$ cat src/rtl/serial_link_gen.sv
`default_nettype none
`timescale 1ns/1ps
// ============================================================================
// Module      : serial_link_gen
// Description : WIDTH-bit MSB-first serial transceiver with SB/SC registers,
//               internal (normal/fast) or external shift clock, and a
//               transfer-complete interrupt pulse.
// Revision    : 1.0 - initial release
// ============================================================================
module serial_link_gen #(
  parameter int WIDTH      = 8,
  parameter int DIV_LOG2   = 9,
  parameter int FAST_SHIFT = 5
) (
  input  logic             clk,
  input  logic             reset,
  input  logic             i_addr,
  input  logic             i_wr,
  input  logic             i_rd,
  input  logic [WIDTH-1:0] i_wdata,
  output logic [WIDTH-1:0] o_rdata,
  output logic             o_rdata_oe,
  input  logic             i_sck_in,
  input  logic             i_sin,
  output logic             o_sck_out,
  output logic             o_sck_dir,
  output logic             o_ser_out,
  output logic             o_irq
);

  localparam int CW = $clog2(WIDTH + 1);
  localparam int DW = DIV_LOG2;
  localparam logic [DW-1:0] c_HN_M1 = DW'((2 ** (DIV_LOG2 - 1)) - 1);
  localparam logic [DW-1:0] c_HF_M1 = DW'((2 ** (DIV_LOG2 - 1 - FAST_SHIFT)) - 1);
  localparam logic [CW-1:0] c_LAST  = CW'(WIDTH - 1);

  typedef enum logic [0:0] {
    S_IDLE   = 1'b0,
    S_ACTIVE = 1'b1
  } state_t;

  state_t r_state;
  state_t w_state_nxt;

  logic [WIDTH-1:0] r_sb;
  logic             r_fast;
  logic             r_intclk;
  logic             r_ser_out;
  logic             r_sck_out;
  logic             r_irq;
  logic [DW-1:0]    r_div;
  logic [CW-1:0]    r_bitcnt;
  logic             r_sck_s1, r_sck_s2, r_sck_d;
  logic             r_sin_s1, r_sin_s2;

  logic             w_active, w_sc_wr, w_sb_wr, w_wd7;
  logic             w_tick, w_ext_rise, w_ext_fall;
  logic             w_shift, w_fall, w_done, w_idle_like;
  logic             w_start, w_abort;
  logic [WIDTH-1:0] w_sb_shifted;
  logic [WIDTH-1:0] w_sc;
  logic [DW-1:0]    w_half_m1;

  // SC layout needs bit 7; narrow instances expose only FAST/INTCLK.
  generate
    if (WIDTH >= 8) begin : g_sc_wide
      assign w_wd7 = i_wdata[7];
      always_comb begin
        w_sc    = '1;
        w_sc[7] = w_active;
        w_sc[1] = r_fast;
        w_sc[0] = r_intclk;
      end
    end else begin : g_sc_narrow
      assign w_wd7 = 1'b0;
      always_comb begin
        w_sc    = '1;
        w_sc[1] = r_fast;
        w_sc[0] = r_intclk;
      end
    end
  endgenerate

  assign w_active     = (r_state == S_ACTIVE);
  assign w_sc_wr      = i_wr & i_addr;
  assign w_sb_wr      = i_wr & ~i_addr;
  assign w_half_m1    = r_fast ? c_HF_M1 : c_HN_M1;
  assign w_tick       = w_active & r_intclk & (r_div == '0);
  assign w_ext_rise   = r_sck_s2 & ~r_sck_d;
  assign w_ext_fall   = ~r_sck_s2 & r_sck_d;
  assign w_shift      = w_active & (r_intclk ? (w_tick & ~r_sck_out) : w_ext_rise);
  assign w_fall       = w_active & (r_intclk ? (w_tick & r_sck_out) : w_ext_fall);
  assign w_done       = w_shift & (r_bitcnt == c_LAST);
  // The completion cycle behaves as IDLE for register writes.
  assign w_idle_like  = ~w_active | w_done;
  assign w_start      = w_sc_wr & w_wd7 & w_idle_like;
  assign w_abort      = w_active & ~w_done & w_sc_wr & ~w_wd7;
  assign w_sb_shifted = {r_sb[WIDTH-2:0], r_sin_s2};

  always_ff @(posedge clk or posedge reset) begin
    if (reset) r_state <= S_IDLE;
    else       r_state <= w_state_nxt;
  end

  always_comb begin
    w_state_nxt = r_state;
    case (r_state)
      S_IDLE:   if (w_start) w_state_nxt = S_ACTIVE;
      S_ACTIVE: begin
        if (w_start)               w_state_nxt = S_ACTIVE;
        else if (w_done || w_abort) w_state_nxt = S_IDLE;
      end
      default:  w_state_nxt = S_IDLE;
    endcase
  end

  always_ff @(posedge clk or posedge reset) begin
    if (reset) begin
      r_sb      <= '0;
      r_fast    <= 1'b0;
      r_intclk  <= 1'b0;
      r_ser_out <= 1'b1;
      r_sck_out <= 1'b1;
      r_irq     <= 1'b0;
      r_div     <= '0;
      r_bitcnt  <= '0;
      r_sck_s1  <= 1'b1;
      r_sck_s2  <= 1'b1;
      r_sck_d   <= 1'b1;
      r_sin_s1  <= 1'b1;
      r_sin_s2  <= 1'b1;
    end else begin
      r_sck_s1 <= i_sck_in;
      r_sck_s2 <= r_sck_s1;
      r_sck_d  <= r_sck_s2;
      r_sin_s1 <= i_sin;
      r_sin_s2 <= r_sin_s1;
      r_irq    <= w_done;

      if (w_sb_wr && w_idle_like) r_sb <= i_wdata;
      else if (w_shift)           r_sb <= w_sb_shifted;

      if (w_sc_wr && (w_idle_like || !w_wd7)) begin
        r_fast   <= i_wdata[1];
        r_intclk <= i_wdata[0];
      end

      if (w_start)      r_bitcnt <= '0;
      else if (w_shift) r_bitcnt <= r_bitcnt + CW'(1);

      if (w_start)                    r_div <= '0;
      else if (w_active && r_intclk)  r_div <= (r_div == w_half_m1) ? '0 : r_div + DW'(1);

      if (w_done || w_abort) r_sck_out <= 1'b1;
      else if (w_tick)       r_sck_out <= ~r_sck_out;

      if (w_start)     r_ser_out <= w_done ? w_sb_shifted[WIDTH-1] : r_sb[WIDTH-1];
      else if (w_fall) r_ser_out <= r_sb[WIDTH-1];
    end
  end

  assign o_rdata    = i_addr ? w_sc : r_sb;
  assign o_rdata_oe = i_rd;
  assign o_sck_out  = r_sck_out;
  assign o_sck_dir  = r_intclk;
  assign o_ser_out  = r_ser_out;
  assign o_irq      = r_irq;

endmodule
`default_nettype wire

$ cat config.mk
export PLATFORM = sky130hd
export DESIGN_NAME = serial_link_gen
export DESIGN_NICKNAME = d
export VERILOG_FILES = /design/src/rtl/serial_link_gen.sv
export SDC_FILE = /design/constraint.sdc
export NUM_CORES = 1
export LEC_CHECK = 0
export ABC_AREA = 1
export CORE_AREA = 2 2 61 63
export DETAILED_ROUTE_END_ITERATION = 8
export DIE_AREA = 0 0 63 65
export GPL_ROUTABILITY_DRIVEN = 0
export GPL_TIMING_DRIVEN = 0
export PLACE_DENSITY = 0.79
export SLEW_MARGIN = 5
export SYNTH_ARGS = -nofsm -noshare
export SYNTH_HDL_FRONTEND = slang
export SYNTH_SLANG_ARGS = --single-unit
export TNS_END_PERCENT = 1
$ cat constraint.sdc
create_clock -name clk -period 3.6 [get_ports clk]
set_input_delay 0.54 -clock clk [delete_from_list [all_inputs] [get_ports clk]]
set_output_delay 0.54 -clock clk [all_outputs]
set_load 0.01 [all_outputs]
Figure 1. PDN straps and rails (run 1).
Pins as bars on the die edge.
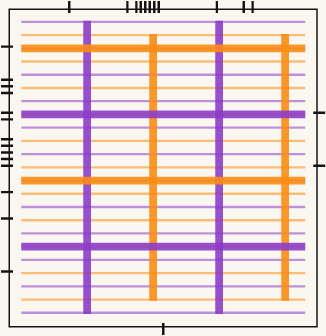
VDD -> orange
VSS -> purple
met1 rails = 23
met4 straps = 4
signal pins = 28
met5 straps = 4
Chip Height: 65 µm
Worst VDD drop: 0.0003103 V

Figure 2. Placed cells, one colour a class (run 1).
The bar under the picture is 20 µm long.
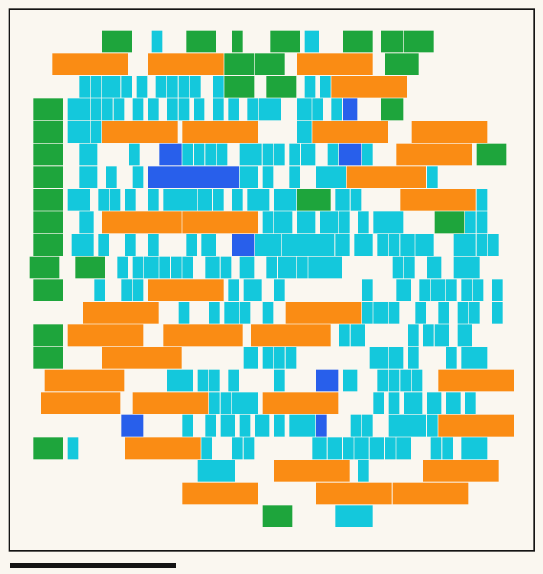
all other logic -> cyan  # cells 201
other buffers and delay cells -> green  # cells 30
clock drivers and dummy loads -> blue  # cells 8
flip-flops -> orange  # cells 32
# rows: 22
flop share of the area: 36.76%
Core Util, Final: 62.99%

==> GITHUB_STEP_SUMMARY, run 1 <==
## Implementation flow summary

| Metric | Value |
|---|---|
| Worst reg2reg path endpoint | `r_sb[6]` |
| Setup CP Type | `in -> out` |
| FF-to-FF Start | `r_div[0]` |
| Post-synthesis instance total | `238` |
| Post-synthesis cell area | `1815 µm²` |
| Met3 usage | `4.861%` |
| Setup TNS | `0 ns` |
| Commonest flop | `dfrtp_1` |
| Clk root buf | `clkbuf_4` |
| GR Overflow Total | `0` |
| Static Leak | `1.097 nW` |
| Max-slew violations | `0` |
| Unrepaired setup endpoints after global routing | `false` |
| Core ar. | `3496 µm²` |
| Post-DP HPWL | `2.708 mm` |
| Vias in the first global route | `1520` |
| CP startpoint | `i_addr` |
| Final Non-Filler Cells | `319` |
| Port Buf Inserts | `25` |
| Count of final setup violators | `0` |
| Synth unique cells | `30` |
| Startpoint Class | `input port` |
| Final Hold Fails | `0` |
| CP max stage cell | `clkdlybuf4s50_1` |
| Outcome | `finished clean` |
| Min cycle time layout | `2.404 ns` |
| Async S/R FF share, synth | `100.0%` |
| Die ar. | `4095 µm²` |
| Die Wd | `63 µm` |
| Critical path depth | `4` |
| I/O Pins | `28` |
| Synthesized registers | `32` |
| CP top delay family | `buffers and inverters` |
| DRC Markers | `0` |
| # diodes | `0` |
| Placed cell areas | `2126 µm²` |
| Top cell excl fill/tap | `nand2_1` |
| Setup Slack @ Placement | `1.263 ns` |
| DR pass1 iterations | `6` |
| Worst hold path type | `reg -> reg` |
| FMAX | `0.4160 GHz` |
| Number of synthesized flops with an enable pin | `0` |
| CTS H-tree depth | `2` |
| Synth Seq Share | `44.59%` |
| CTS sink cnt | `32` |
| M2 GR Usage | `34.18%` |
| Worst Hold End | `r_sck_s2` |
| Floorplan Nets | `256` |
| Nets@finish | `288` |
| CP required | `3.06 ns` |
| Reg clk slew, reported paths | `0.10 ns` |
| Worst path max stage delay | `0.59 ns` |
| GRT Resource Usage Total | `20.02%` |
| Antenna Nets Post-Route | `0` |
| Vias per cell | `4.969` |
| Metal2 WL | `1.762 mm` |
| HP Start | `r_sck_s1` |
| Most used routing layer | `met2` |
| Worst reg-to-reg setup slack | `1.81 ns` |
| Synth area leaders | `dfrtp_1 (34%), nand2_1 (17%), dfstp_2 (10%)` |
| Met1 Usage GRT | `24.78%` |
| Drt first-iter violations | `101` |
| CTS Buffer Depth | `2` |
| Crit path DAT | `1.86 ns` |
| Final instance area | `2202 µm²` |
| Cts hold-fix bufs | `0` |
| # resized after CTS | `0` |
| Yosys warning count | `0` |
| FP Util | `51.93%` |
| Most common library cells after synthesis | `nand2_1 (80), inv_1 (26), dfrtp_1 (25)` |
| Top Layer Used | `met4` |
| Cycle use final | `66.77%` |
| Critical path endpoint category | `output pin` |
| Layout Area Growth over Synthesis | `21.30%` |
| WP buf/inv | `3` |
| Power density cells | `540.2 nW/µm²` |
| Yosys synthesis chip area | `1815 µm²` |
| Initial antenna violation count | `0` |
| CTS tree | `built` |
| Setup ws final | `1.196 ns` |
| Hold Path Depth | `0` |
Figure 3. Clock wires, drivers and flops (run 1).
The bar under the picture is 20 µm long.
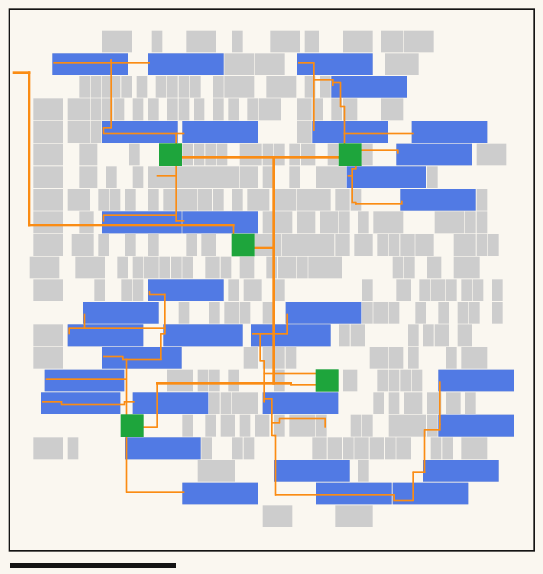
clock wires -> orange  # length 391 µm
flip-flops -> blue  # count 32
cells driving clock nets -> green  # count 5
flops lie = widely spread
routed clock nets = 6

Figure 4. Metal layers overlaid (run 1).
Two of the layers only.
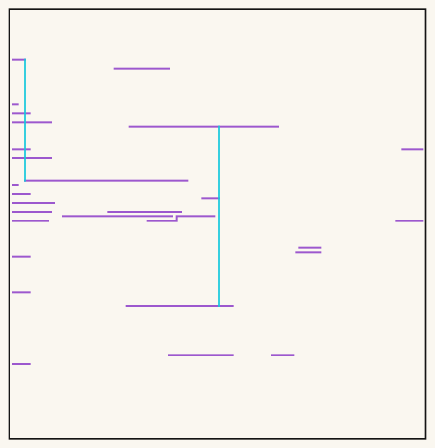
met3 -> purple  # wire length 186 µm
met4 -> cyan  # wire length 45.6 µm

==> run 1: logic make-up after synthesis <==
| group | Yosys count | synth area share [%] |
|---|---|---|
| AND-OR/OR-AND | 16 | 5.307 |
| XOR/XNOR | 5 | 2.412 |
| adder cells (fa/ha/maj) | 3 | 2.068 |
| buffers and inverters | 36 | 8.683 |
| flip-flops | 32 | 44.59 |
| AND/OR/NAND/NOR | 146 | 36.94 |
==> run 1: final cells by class <==
class	instances	area [µm²]
Fill cell	330	1294
Multi-Input combinational cell	170	848.3
Sequential cell	32	809.5
Timing Repair Buffer	25	250.2
Inverter	31	116.4
Tap cell	48	60.06
Clock buffer	6	41.29
Buffer	5	41.29
Clock inverter	2	35.03
==> run 1: report_power, final <==
group          switching [mW]  internal (mW)
combinational           0.210          0.180
clock                   0.121          0.145
sequential             0.0740          0.460
Figure 5. Clock routing (run 1).
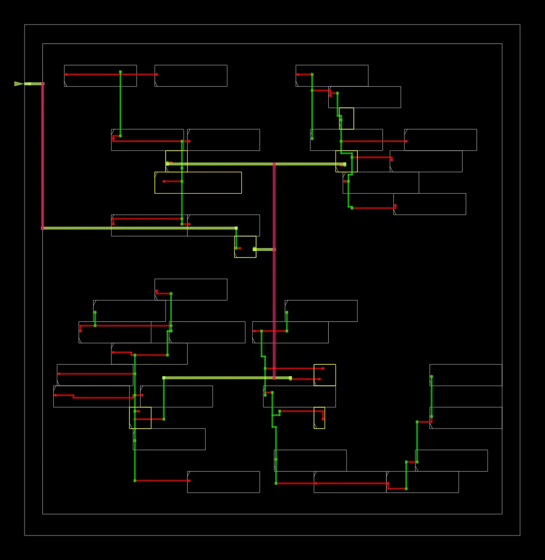

==> run 2, diff against run 1 <==
CORE_AREA = 2 2 62 64   (was 2 2 61 63)
DIE_AREA = 0 0 64 66   (was 0 0 63 65)
PLACE_DENSITY = 0.77   (was 0.79)
clock period = 2.3 ns   (was 3.6 ns; I/O delays follow)
Figure 6. Clock routing (run 2).
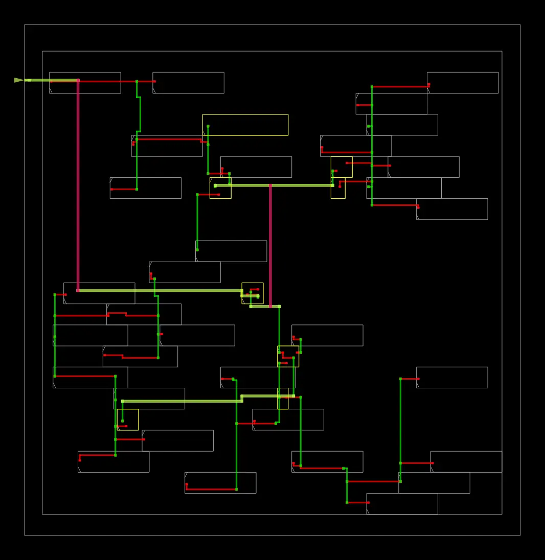
worst skew pair latency: 0.34 ns
final clock skew: 0.01373 ns
clock buffers: 6
Clock group: 420 µW
CTS sink cnt: 32

Figure 7. Placed cells, one colour a class (run 2).
The bar under the picture is 20 µm long.
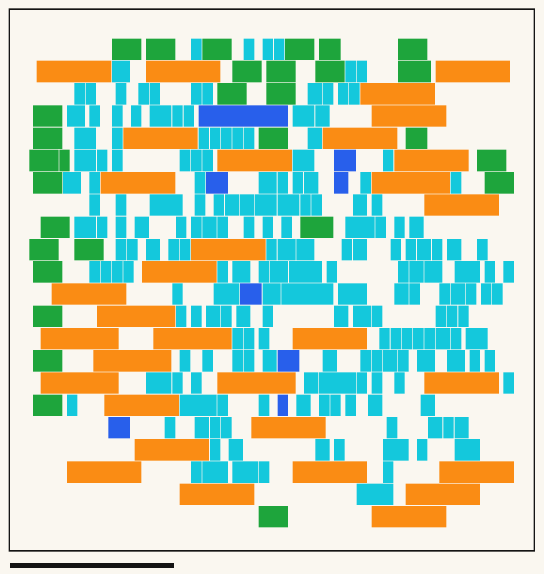
Core Util, Final: 62.02%
final instance area: 2202 µm²
Core ar.: 3551 µm²

==> run 2 against run 1 <==
Clock skew grew 0.0034 ns. Register-to-register slack got worse by 1.3 ns. Highest routed layer unchanged. Sequential share of layout area did not move. Via count is 1.4% higher. Count of clock-buffer cells in the layout unchanged. Synthesized area unchanged. Clock power grew 58%.
==> GITHUB_STEP_SUMMARY, run 2 <==
## Implementation flow summary

| Metric | Value |
|---|---|
| Gate Area | `848.3 µm²` |
| Max-slew violations | `0` |
| Antenna Nets Post-Route | `0` |
| Register area | `809.5 µm²` |
| FP Util | `51.13%` |
| Clk root buf | `clkbuf_4` |
| CTS tree | `built` |
| Metal2 WL | `1.859 mm` |
| CP startpoint | `r_state` |
| Critical path endpoint category | `output pin` |
| Count of final setup violators | `0` |
| Die ar. | `4224 µm²` |
| GRT Resource Usage Total | `20.56%` |
| Most used routing layer | `met2` |
| GR Overflow Total | `0` |
| Number of synthesized flops with an enable pin | `0` |
| DR pass1 iterations | `4` |
| Mux frac, synth | `0%` |
| Initial antenna violation count | `0` |
| Flop share of the area | `36.76%` |
| Setup TNS | `0 ns` |
| Startpoint Class | `register` |
| Dominant kind of cell | `combinational gates` |
| Die Wd | `64 µm` |
| FF-to-FF Start | `r_bitcnt[0]` |
| DRC Markers | `0` |
| Met3 usage | `4.600%` |
| Largest logic family | `simple AND/OR/NAND/NOR gates` |
| Post-synthesis cell area | `1815 µm²` |
| Worst VDD drop | `0.0004709 V` |
| Most common library cells after synthesis | `nand2_1 (80), inv_1 (26), dfrtp_1 (25)` |
| Unrepaired setup endpoints after global routing | `false` |
| Port Buf Inserts | `25` |
| Final Hold Fails | `0` |
| Cycle use final | `88.29%` |
| Post-synthesis instance total | `238` |
| Synth Seq Share | `44.59%` |
| FMAX | `0.4925 GHz` |
| Critical path depth | `4` |
| Floorplan Nets | `256` |
| Chip Height | `66 µm` |
| Filler cell count | `337` |
| Synth area leaders | `dfrtp_1 (34%), nand2_1 (17%), dfstp_2 (10%)` |
| Synth unique cells | `30` |
| I/O Pins | `28` |
| Nets@finish | `288` |
| CP max stage cell | `clkdlybuf4s50_1` |
| Outcome | `finished clean` |
| Post-DP HPWL | `2.724 mm` |
| Vias per cell | `5.038` |
| Min cycle time layout | `2.031 ns` |
| Synthesized registers | `32` |
| Logic share of the area | `38.52%` |
| CTS H-tree depth | `2` |
| Worst reg2reg path endpoint | `r_sb[0]` |
| WP buf/inv | `3` |
| Power density cells | `842.9 nW/µm²` |
| # rows | `22` |
| Top cell excl fill/tap | `nand2_1` |
| Yosys warning count | `0` |
| Setup Slack @ Placement | `0.3075 ns` |
| Reg clk slew, reported paths | `0.09 ns` |
| Setup ws final | `0.2694 ns` |
| Met1 Usage GRT | `25.85%` |
| HP Start | `r_sck_s1` |
| Commonest flop | `dfrtp_1` |
| Setup CP Type | `reg -> out` |
| M2 GR Usage | `35.16%` |
| Top Layer Used | `met4` |
| Drt first-iter violations | `96` |
| Clock buf/inv share | `3.466%` |
| CP required | `1.96 ns` |
| Worst reg-to-reg setup slack | `0.51 ns` |
| Yosys synthesis chip area | `1815 µm²` |
| Layout Area Growth over Synthesis | `21.30%` |
| Vias in the first global route | `1512` |
| XORs/XNORs by Area | `2.412%` |
| Seq cells | `32` |
| Hold Path Depth | `0` |
==> run 2: report_power, final <==
| part | leakage [nW] | switching, mW | total, mW | internal (mW) |
|---|---|---|---|---|
| Sequential | 0.395 | 0.113 | 0.832 | 0.719 |
| Clock | 0.0422 | 0.192 | 0.420 | 0.228 |
| Combinational | 0.660 | 0.325 | 0.604 | 0.278 |
| Total | 1.10 | 0.631 | 1.86 | 1.23 |
==> run 2: through the flow <==
| step | instances | cell area, µm² | power (mW) |
|---|---|---|---|
| final | 319 | 2202 | 1.856 |
| after global routing | 319 | 2202 | 1.994 |
| after CTS | 319 | 2202 | 1.874 |
| after detailed placement | 311 | 2126 | 1.448 |
| after global placement | 311 | 2126 | 1.432 |
| after floorplan | 238 | 1815 | 1.225 |
No activity file was given, so power comes from the tool's default toggle rates.
